`config.mk`:
```
export PLATFORM = sky130hd
export DESIGN_NAME = rr_arb_mux
export DESIGN_NICKNAME = d
export VERILOG_FILES = /design/src/rtl/rr_arb_mux.sv
export SDC_FILE = /design/constraint.sdc
export NUM_CORES = 1
export LEC_CHECK = 0
export ABC_AREA = 1
export CAP_MARGIN = 30
export CORE_ASPECT_RATIO = 0.9
export CORE_MARGIN = 2
export CORE_UTILIZATION = 37
export CTS_CLUSTER_DIAMETER = 60
export CTS_CLUSTER_SIZE = 25
export DETAILED_ROUTE_END_ITERATION = 12
export GPL_TIMING_DRIVEN = 0
export PLACE_DENSITY_LB_ADDON = 0.25
export RECOVER_POWER = 50
export REMOVE_ABC_BUFFERS = 1
export SKIP_CTS_REPAIR_TIMING = 1
export SYNTH_ARGS = -nofsm -noshare
export SYNTH_HDL_FRONTEND = slang
export SYNTH_SLANG_ARGS = --single-unit
export TNS_END_PERCENT = 50
```
`constraint.sdc`:
```
create_clock -name clk -period 2.75 [get_ports clk]
set_clock_uncertainty 0.2 [all_clocks]
set_input_delay 0.55 -clock clk [delete_from_list [all_inputs] [get_ports clk]]
set_output_delay 0.55 -clock clk [all_outputs]
set_load 0.03 [all_outputs]
```
`src/rtl/rr_arb_mux.sv`:
```
// rtl/rr_arb_mux.sv - N-channel arbitrating mux with valid/ready handshakes and a registered output
module rr_arb_mux #(
   parameter int WIDTH   = 32,
   parameter int NUM_CH  = 4,
   parameter int RR_MODE = 1,
   parameter int CH_W    = (NUM_CH > 1) ? $clog2(NUM_CH) : 1
) (
   input  logic                    clk,
   input  logic                    rst,
   input  logic [NUM_CH-1:0]       W_in_valid,
   input  logic [NUM_CH*WIDTH-1:0] W_in_data,
   output logic [NUM_CH-1:0]       W_in_ready,
   output logic                    W_out_valid,
   output logic [WIDTH-1:0]        W_out_data,
   output logic [CH_W-1:0]         W_out_ch,
   input  logic                    W_out_ready
);

   logic             out_valid_q, out_valid_d;
   logic [WIDTH-1:0] out_data_q,  out_data_d;
   logic [CH_W-1:0]  out_ch_q,    out_ch_d;
   logic [CH_W-1:0]  ptr_q,       ptr_d;

   logic             can_accept;
   logic             grant_vld;
   logic [CH_W-1:0]  grant_idx;
   logic [WIDTH-1:0] grant_data;
   logic             xfer;

   // A full register that is being drained this cycle may be refilled in the same cycle
   assign can_accept = ~out_valid_q | W_out_ready;
   assign xfer       = grant_vld & can_accept;

   // Grant search: first pass covers channels at or above the pointer, second pass wraps to 0
   always_comb begin
      grant_vld = 1'b0;
      grant_idx = '0;
      for (int i = 0; i < NUM_CH; i++) begin
         if (!grant_vld && W_in_valid[i] && ((RR_MODE == 0) || (i >= int'(ptr_q)))) begin
            grant_vld = 1'b1;
            grant_idx = CH_W'(i);
         end
      end
      for (int i = 0; i < NUM_CH; i++) begin
         if (!grant_vld && W_in_valid[i]) begin
            grant_vld = 1'b1;
            grant_idx = CH_W'(i);
         end
      end
   end

   // Select granted data only, so non-granted (possibly X) channels never reach the register
   always_comb begin
      grant_data = '0;
      W_in_ready = '0;
      for (int i = 0; i < NUM_CH; i++) begin
         if (grant_vld && (grant_idx == CH_W'(i))) begin
            grant_data    = W_in_data[i*WIDTH +: WIDTH];
            W_in_ready[i] = can_accept;
         end
      end
   end

   // Next state of the output stage and the round-robin pointer
   always_comb begin
      out_valid_d = out_valid_q;
      out_data_d  = out_data_q;
      out_ch_d    = out_ch_q;
      ptr_d       = ptr_q;
      if (xfer) begin
         out_valid_d = 1'b1;
         out_data_d  = grant_data;
         out_ch_d    = grant_idx;
         if (RR_MODE != 0) begin
            ptr_d = (int'(grant_idx) == NUM_CH - 1) ? '0 : grant_idx + CH_W'(1);
         end
      end else if (W_out_ready) begin
         out_valid_d = 1'b0;
      end
   end

   // State registers; reset drops any held item immediately
   always_ff @(posedge clk or posedge rst) begin
      if (rst) begin
         out_valid_q <= 1'b0;
         out_data_q  <= '0;
         out_ch_q    <= '0;
         ptr_q       <= '0;
      end else begin
         out_valid_q <= out_valid_d;
         out_data_q  <= out_data_d;
         out_ch_q    <= out_ch_d;
         ptr_q       <= ptr_d;
      end
   end

   assign W_out_valid = out_valid_q;
   assign W_out_data  = out_data_q;
   assign W_out_ch    = out_ch_q;

endmodule

```
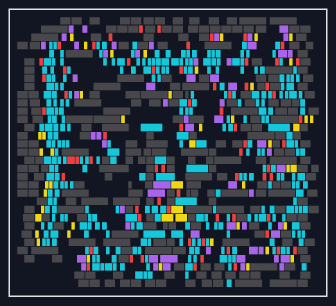
(gate-type map)
[inverters] red | cells: 65 | most used: inv_1 | where: all over the die
[NOR gates] yellow | cells: 48 | most used: nor2_1 | where: all over the die
[inverting AOI/OAI gates] purple | cells: 60 | most used: a21oi_1 | where: all over the die
[NAND gates] cyan | cells: 288 | most used: nand2_1 | where: all over the die
most frequently placed logic cell in the final layout: clkdlybuf4s50_1
number of cells in the finished layout apart from fillers: 847
multi-input logic portion of the cell area: 37.6%

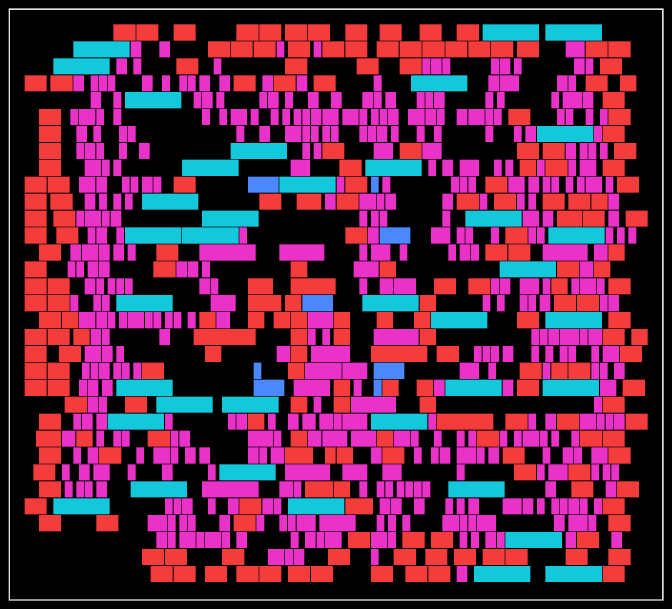
(placement by cell class)
[other buffers and delay cells] red | cells: 217
[clock drivers and dummy loads] blue | cells: 8
[flops] cyan | cells: 37
[combinational and other logic] magenta | cells: 463

==> run notes <==
- **Final setup violation count** 3
- **Sum Neg Setup Slack** -0.423 ns
- **number of diodes added for antenna fixing** 0
- **relative area change from synthesis to final layout** 68.1%
- **Hold Vio Cnt, Final** 0
- **AO/OA Area Share** 11.9%
- **FF-to-FF End** W_out_data[29]$_DFFE_PP0P_
- **Hold Path Depth** 2
- **most frequent cells in the layout** 163 x clkdlybuf4s50_1, 159 x nand2_1, 77 x nand3_1
- **Multi-input gate area** 2140 sq um
- **Die Ht** 94.7 microns
- **number of nets in the layout** 861
- **multi-input combinational cell count** 398
- **startpoint of the lowest-slack hold path** W_out_data[13]$_DFFE_PP0P_
- **largest contributor to cell area by class** non-clock buffers
- **cells along the critical path** dlymetal6s2s_1 -> a21oi_4 -> buf_4 -> nand2_2 -> nor2_4 -> a21oi_4 -> clkbuf_16 -> ha_4 -> nand2_2 -> nor2_2 -> buf_6
- **Tap Count** 122
- **antenna violations before repair** 0
- **cell family with the largest share of critical-path delay** buffers and inverters
- **run status** finished with violations
- **switching share of power** 50.9%
- **overall power after layout** 0.00535 W
- **Clock Root Buffer** clkbuf_8
- **average cell area after synthesis** 6.35 sq um
- **Synth flops** 37
- **number of non-clock inverters in the layout** 65
- **layer with the highest usage** met2
- **area share of and/or/nand/nor cells after synthesis** 45.3%
- **max capacitance violation total** 1
- **transition time of the tightest slew-check pin** 1.59 ns
- **utilization after layout** 63.2%
- **final worst-path setup slack** -0.199 ns
- **total iterations of the first detailed-routing run** 5
- **category of the worst setup path capture point** output port
- **Pins Over Slew Limit** 38
- **total number of cells along the worst setup path** 11
- **setup repair after global routing missed its margin** true
- **violated checks** max-capacitance violations, max-slew violations, negative setup slack
- **power per cell area** 941 nW/um^2
- **top cell type's share of synthesized area** 27.4%
- **placeable core region** 9000 sq um
No activity file was given, so power comes from the tool's default toggle rates.
